Sequential cells colored by netlist name:
The bar under the picture is 20 µm long.
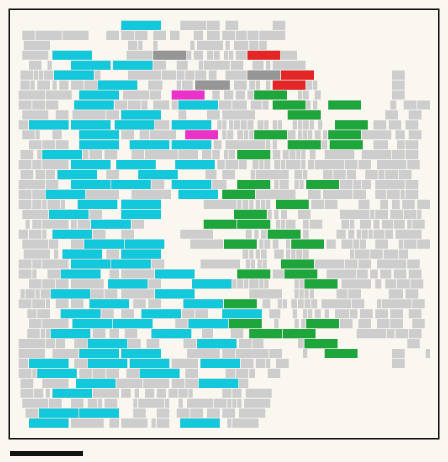
Placement density heat map:
The bar under the picture is 20 µm long. The die is cut into 12 by 12 equal tiles; white is low, dark blue is high, 0 to 100% covered.
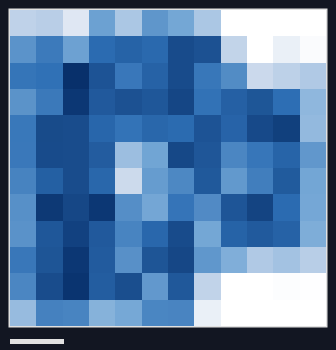
Wires at chosen ports, followed through buffers:
The bar under the picture is 20 µm long.
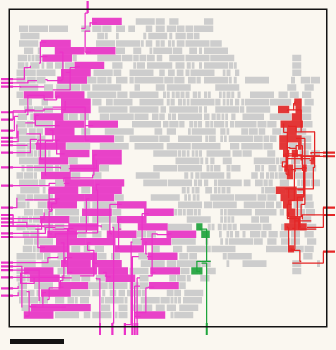
Cell outlines without signal wires:
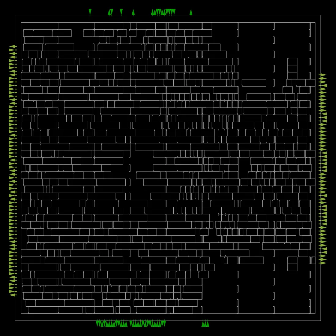
==> config.mk <==
export PLATFORM = sky130hd
export DESIGN_NAME = regfile_write_arbiter
export DESIGN_NICKNAME = d
export VERILOG_FILES = /design/src/rtl/regfile_write_arbiter.sv
export SDC_FILE = /design/constraint.sdc
export NUM_CORES = 1
export LEC_CHECK = 0
export ABC_AREA = 0
export CAP_MARGIN = 25
export CORE_MARGIN = 2
export CORE_UTILIZATION = 45
export DETAILED_ROUTE_END_ITERATION = 8
export GPL_ROUTABILITY_DRIVEN = 0
export PLACE_DENSITY = 0.88
export SYNTH_ARGS = -nofsm -noshare
export SYNTH_HDL_FRONTEND = slang
export SYNTH_SLANG_ARGS = --single-unit
==> constraint.sdc <==
create_clock -name clk_i -period 3.24 [get_ports clk_i]
set_input_delay 0.324 -clock clk_i [delete_from_list [all_inputs] [get_ports clk_i]]
set_output_delay 0.324 -clock clk_i [all_outputs]
set_load 0.1 [all_outputs]
==> results.sh <==
# source this file to load flow results
export IMPL_run_status="complete, no violations"
export IMPL_avgRoutedWirePerCell_um=19.2
export IMPL_critPathLaunchType="input pin"
export IMPL_arrival_ps=2760
export IMPL_largest_reg_flops=74
export IMPL_critical_path_required_ps=2920
export IMPL_layout_top_cell="clkdlybuf4s50_1"
export IMPL_ys_types=54
export IMPL_ys_seq_frac=0.556
export IMPL_warning_count=27
export IMPL_fin_crit_sh=0.950
export IMPL_yosysWarnings=0
export IMPL_grt_ovfl_total=0
export IMPL_clk_pin_slew_ps=50
export IMPL_power_w=0.00955
export IMPL_finalMaxSlewViolations=0
export IMPL_antenna_left=0
export IMPL_mostFrequentLayoutCells="clkdlybuf4s50_1 (129), nand2_1 (110), edfxtp_1 (74)"
export IMPL_cts_tree="built"
export IMPL_worstHoldPathType="input pin to asynchronous set/reset pin"
export IMPL_p_per_area_mw_per_mm2=1110
export IMPL_drc=0
export IMPL_setup_viol=0
export IMPL_h_tree_depth=4
export IMPL_cts_setup_buffers=0
export IMPL_via_per_inst=5.80
export IMPL_drtPass1Iterations=5
export IMPL_route_vias_total=4914
export IMPL_relSlewSlack=0.329
export IMPL_grt_pass1_vias=5013
export IMPL_fmax_mhz=325
export IMPL_finClkSkew_ps=8.77
export IMPL_worstSetupEndpointType="primary output"
export IMPL_die_y_um=117
export IMPL_diodes=0
export IMPL_cts_buffer_depth=2
export IMPL_crit_fanout=6
export IMPL_numSynthFlops=113
export IMPL_cap_viol_max_count=0
export IMPL_die_x_um=117
export IMPL_grt_max_degree=69
export IMPL_place_area_mm2=0.00798
export IMPL_topCellsByArea="edfxtp_1 (39%), dfrtp_1 (17%), mux2i_1 (8.5%), nand2_1 (7.2%), mux4_2 (5.9%)"
export IMPL_yosysChipArea_mm2=0.00576
export IMPL_avgSynthCellArea_um2=11.7
export IMPL_floorplan_nets=592
export IMPL_grt_usage=0.248
export IMPL_min_period_ps=3080
export IMPL_routed_wl_um=16200
export IMPL_yosys_area_top_type="edfxtp_1"
export IMPL_clock_sinks=113
export IMPL_crit_type="input pin to primary output"
export IMPL_antenna_found_initial=0
export IMPL_dp_hpwl_um=11600
export IMPL_cts_buffers=17
export IMPL_peakVddDrop_mv=0.560
export IMPL_grt_pass1_wl_um=25600
export IMPL_cts_root_buf="clkbuf_16"
export IMPL_rsz0062_at_grt="no"
export IMPL_reg2reg_slack_ps=1030
export IMPL_post_place_cells=813
export IMPL_nNetsFinal=762
export IMPL_worstMarginPinSlew_ps=1000
export IMPL_yosys_cells=492
export IMPL_chipArea_mm2=0.0137
export IMPL_design_area_mm2=0.00864
export IMPL_first_iter_violations=384
export IMPL_yosys_area_top_type_share=0.386
export IMPL_area_growth_pct=50.0
export IMPL_insertion_delay_ps=410
export IMPL_p_leak_nw=3.36
export IMPL_drive_above_1_share=0.172
export IMPL_reg2reg_depth=6
export IMPL_hold_viol=0
export IMPL_netlist_area_mm2=0.00576
export IMPL_synthCells=492
## Picture notes: 'sequential cells colored by netlist name'
netlist name	color	sequential cells
mem	cyan	74
starve_q	red	3
count_q	magenta	2
busy_o	green	31
not colored	3
Flop+latch power: 0.00244 W
post-layout util: 0.687
register area: 0.00320 mm²
Seq/total area: 0.370

## Picture notes: 'placement density heat map'
densest ninth of the die	west
fullest tile	100%
mean over tiles	61%
nearly empty tiles	9.0%
tiles over 75% full	42%
CORE AREA: 0.0126 mm²
initial core utilization: 0.458

## Picture notes: 'wires at chosen ports, followed through buffers'
port	color	bits	direction	edge	end cells	buffers	wire
chk_rs2_i	red	5	input	east	23	6	358 µm
lu_data_i	magenta	32	input	25 west, 6 south, 1 north	64	32	1090 µm
alloc_i	green	1	input	south	4	1	49.1 µm
# IOs: 172
IO buf count: 170

## Picture notes: 'cell outlines without signal wires'
fillcell total: 850
Rows: 41
Non-Filler Instances: 847

-- synth_stat cells (all sizes together) --
cell type and instances:
nand3 12, nor3 4, nor2b 5, o31ai 33
conb 1, a32oi 1, nand4 1, o21ai 36
mux2i 49, nor2 12, nand2b 7, mux4 15
or2 1, and2 1, a311oi 1, nand2 110
or4 2, edfxtp 74, a32o 2, a211oi 1
a221oi 2, buf 15, mux2 8, o311a 1
a22oi 1, o211ai 2, o311ai 1, nor3b 5
o41ai 2, o22ai 1, o221ai 2, and3b 2
o21a 1, a21oi 2, xnor2 4, nand4b 1
clkbuf 13, and3 2, dfrtp 39, nor4b 1
a2111oi 5, inv 8, or3 5, ha 1
-- layout make-up --
| class | count | area, µm² |
|---|---|---|
| Clock buffer | 17 | 425 |
| Clock inverter | 15 | 193 |
| Fill cell | 850 | 3930 |
| Inverter | 8 | 30.0 |
| Multi-Input combinational cell | 343 | 2420 |
| Sequential cell | 113 | 3200 |
| Tap cell | 172 | 215 |
| Timing Repair Buffer | 179 | 2150 |
-- what timing repair did --
| item | CTS | global route |
|---|---|---|
| hold buffers | 0 | 0 |
| endpoints found under the setup margin | 0 | 1 |
| resized | 0 | 2 |
| endpoints found under the hold margin | 0 | 0 |
-- metrics by stage --
step / util / setup TNS (ps) / hold slack [ps] / worst slack, ps
floorplan: - / -21270 / 28.4 / -646
global placement: 0.635 / 0 / 419 / 384
detailed placement: 0.635 / 0 / 439 / 126
CTS: 0.684 / 0 / 44.9 / 125
global route: 0.687 / 0 / 88.4 / 75.9
finish: 0.687 / 0 / 28.0 / 161
-- cell families (layout without fill, tap and decap cells) --
logic type,count (synthesis),count (layout),synth area share
adder cells (fa/ha/maj),1,1,0.00217
XOR/XNOR,4,4,0.00609
AND/OR/NAND/NOR,171,171,0.135
flip-flops,113,113,0.556
multiplexers,72,72,0.160
AND-OR/OR-AND,94,94,0.113
other,1,1,0.000651
buffers and inverters,36,219,0.0274
-- worst max-delay path: stages --
cell	delay, ps
clkdlybuf4s50_1	640
mux2_2	380
o311ai_1	340
a311oi_1	100
a2111oi_0	480
nand4_1	240
buf_12	240
-- power breakdown --
part	internal [W]	switching, W
Combinational	0.00158	0.00360
Sequential	0.00201	0.000434
Clock	0.00128	0.000652
Total	0.00487	0.00469
-- routing by layer --
metal / GRT usage / up-vias / share of wire
li1: - / 2189 / -
met1: 0.295 / 2398 / 0.38
met2: 0.426 / 294 / 0.51
met3: 0.0726 / 33 / 0.092
met4: 0.0980 / 0 / 0.021
met5: 0 / - / 0
No activity file was given, so power comes from the tool's default toggle rates.
